**src/rtl/lem_pkg.sv**
```systemverilog
// Shared types and defaults for the lemming walker family.
package lem_pkg;

    localparam int SPLAT_CYCLES_DEF = 20;

    typedef enum logic [2:0] {
        WALK_L,
        WALK_R,
        FALL_L,
        FALL_R,
        DIG_L,
        DIG_R,
        SPLAT
    } state_t;

endpackage

```
**src/rtl/lem_fall_counter.sv**
```systemverilog
// Saturating up-counter with synchronous clear; clear wins over enable.
module lem_fall_counter #(
    parameter int MAX = 20,
    parameter int W   = $clog2(MAX+1)
) (
    input  logic         clk,
    input  logic         rst_n,
    input  logic         clr,
    input  logic         en,
    output logic [W-1:0] cnt,
    output logic         sat_reached
);

    localparam logic [W-1:0] MAX_V = W'(MAX);

    assign sat_reached = (cnt >= MAX_V);

    always_ff @(posedge clk or negedge rst_n) begin
        if (!rst_n)
            cnt <= '0;
        else if (clr)
            cnt <= '0;
        else if (en && !sat_reached)
            cnt <= cnt + W'(1);
    end

endmodule

```
**src/rtl/lemming_walker_splat.sv**
```systemverilog
// Walker/faller/digger lemming FSM with a fall-length limit that ends in SPLAT.
module lemming_walker_splat
    import lem_pkg::*;
#(
    parameter int SPLAT_CYCLES = SPLAT_CYCLES_DEF,
    parameter int CNT_W        = $clog2(SPLAT_CYCLES+1)
) (
    input  logic             clk,
    input  logic             areset_n,
    input  logic             bump_left,
    input  logic             bump_right,
    input  logic             ground,
    input  logic             dig,
    output logic             walk_left,
    output logic             walk_right,
    output logic             aaah,
    output logic             digging,
    output logic             splat,
    output logic [CNT_W-1:0] fall_cnt
);

    state_t state, state_nxt;
    logic   falling, falling_nxt, sat_reached;

    assign falling     = (state == FALL_L) || (state == FALL_R);
    assign falling_nxt = (state_nxt == FALL_L) || (state_nxt == FALL_R);

    always_ff @(posedge clk or negedge areset_n) begin
        if (!areset_n)
            state <= WALK_L;
        else
            state <= state_nxt;
    end

    always_comb begin
        state_nxt = state;
        case (state)
            WALK_L: begin
                if (!ground)        state_nxt = FALL_L;
                else if (dig)       state_nxt = DIG_L;
                else if (bump_left) state_nxt = WALK_R;
            end
            WALK_R: begin
                if (!ground)         state_nxt = FALL_R;
                else if (dig)        state_nxt = DIG_R;
                else if (bump_right) state_nxt = WALK_L;
            end
            DIG_L:  if (!ground) state_nxt = FALL_L;
            DIG_R:  if (!ground) state_nxt = FALL_R;
            // Landing after a fall that reached the limit is fatal.
            FALL_L: if (ground) state_nxt = sat_reached ? SPLAT : WALK_L;
            FALL_R: if (ground) state_nxt = sat_reached ? SPLAT : WALK_R;
            SPLAT:  state_nxt = SPLAT;
            default: state_nxt = WALK_L;
        endcase
    end

    // Clearing on the next state keeps fall_cnt at 0 in every non-fall cycle,
    // including the first cycle after landing.
    lem_fall_counter #(
        .MAX (SPLAT_CYCLES),
        .W   (CNT_W)
    ) u_fall_cnt (
        .clk         (clk),
        .rst_n       (areset_n),
        .clr         (!falling_nxt),
        .en          (falling && !ground),
        .cnt         (fall_cnt),
        .sat_reached (sat_reached)
    );

    assign walk_left  = (state == WALK_L);
    assign walk_right = (state == WALK_R);
    assign aaah       = falling;
    assign digging    = (state == DIG_L) || (state == DIG_R);
    assign splat      = (state == SPLAT);

endmodule

```
**config.mk**
```make
export PLATFORM = sky130hd
export DESIGN_NAME = lemming_walker_splat
export DESIGN_NICKNAME = d
export VERILOG_FILES = /design/src/rtl/lem_pkg.sv /design/src/rtl/lem_fall_counter.sv /design/src/rtl/lemming_walker_splat.sv
export SDC_FILE = /design/constraint.sdc
export NUM_CORES = 1
export LEC_CHECK = 0
export CAP_MARGIN = 0
export CORE_MARGIN = 8
export CORE_UTILIZATION = 35
export DETAILED_ROUTE_END_ITERATION = 8
export PLACE_DENSITY = 0.7
export SETUP_SLACK_MARGIN = 0.02
export SYNTH_ARGS = -nofsm -noshare
export SYNTH_HDL_FRONTEND = slang
export SYNTH_SLANG_ARGS = --single-unit
```
**constraint.sdc**
```tcl
create_clock -name clk -period 1.5 [get_ports clk]
set_clock_uncertainty 0.05 [all_clocks]
set_input_delay 0.225 -clock clk [delete_from_list [all_inputs] [get_ports clk]]
set_output_delay 0.225 -clock clk [all_outputs]
set_load 0.005 [all_outputs]
```
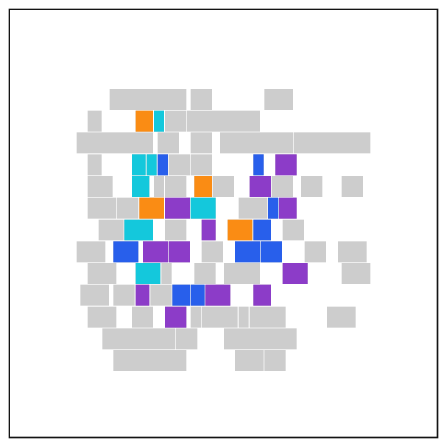
Fig. 1. Gate-type map.
Scale: 8 px per um.
Key: cyan = nor cells [cells 7]; blue = nand cells [cells 9, where middle]; orange = and/or cells [cells 4, where middle]; purple = aoi and oai cells [cells 12, where middle]

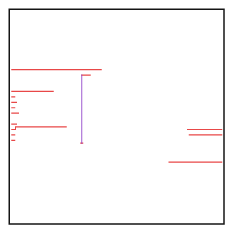
Fig. 2. Signal wires by layer.
Scale: 4 px per um. Only two layers are drawn.
Key: red = metal 3 [wire length 85.5 um]; purple = metal 4 [wire length 17.0 um]

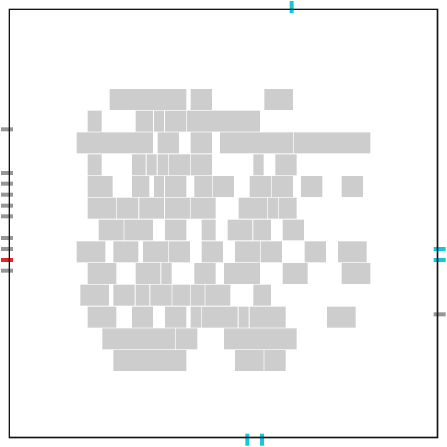
Fig. 3. Ports around the boundary.
Scale: 8 px per um. Pins as bars across the die edge, other pins in grey.
Key: red = bump_left [pins 1, direction input, edge left]; cyan = fall_cnt [pins 5, direction output, edge 2 bottom, 2 right, 1 top]
All pins by edge: 10 left, 3 right, 2 bottom, 1 top.

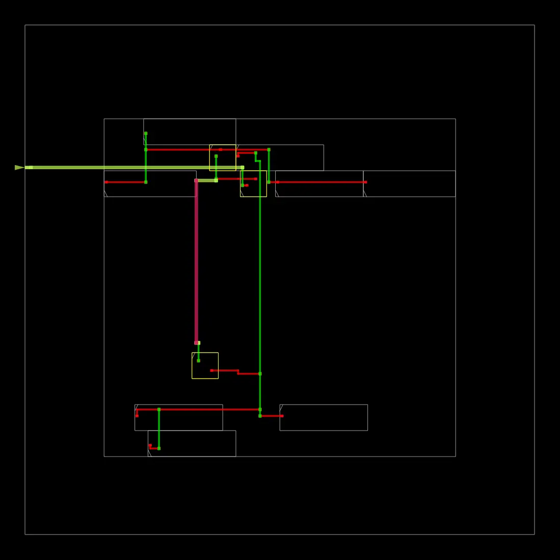
Fig. 4. Clock routing.
CTS buffer count: 3
final sequential cell count: 8
CTS Sinks: 8
Power Clock: 177 uW

==> run_results.csv <==
group,metric,value,unit
outcome,status,"complete, no violations",
pwr,comb-power,404,uW
pwr,power_sequential,307,uW
route,dr_wl_met3,85,um
route,wl_met1,669,um
route,first_pass_iters,4,
finish,lay_top_count,"buf_4",
clocking,cts_resized,13,
die,die_y,53.3,um
die,fp-utilization,37.5,%
pwr,p_leak,0.000376,uW
grt,grt_busiest_layer,"met2",
clocking,root_buffer,"clkbuf_4",
finish,num-fill-cells,129,
die,pin_count,16,
logic_synthesis,synth.most_common_cell,"dfrtp_1",
worst_setup_path,reg2reg_from,"state[2]$_DFF_PN0_",
route,met2WireLength,634,um
timing,period_needed,1.43,ns
route,dr_total_vias,505,
worst_setup_path,required,1.22,ns
Power is estimated from default activity; no workload was simulated.
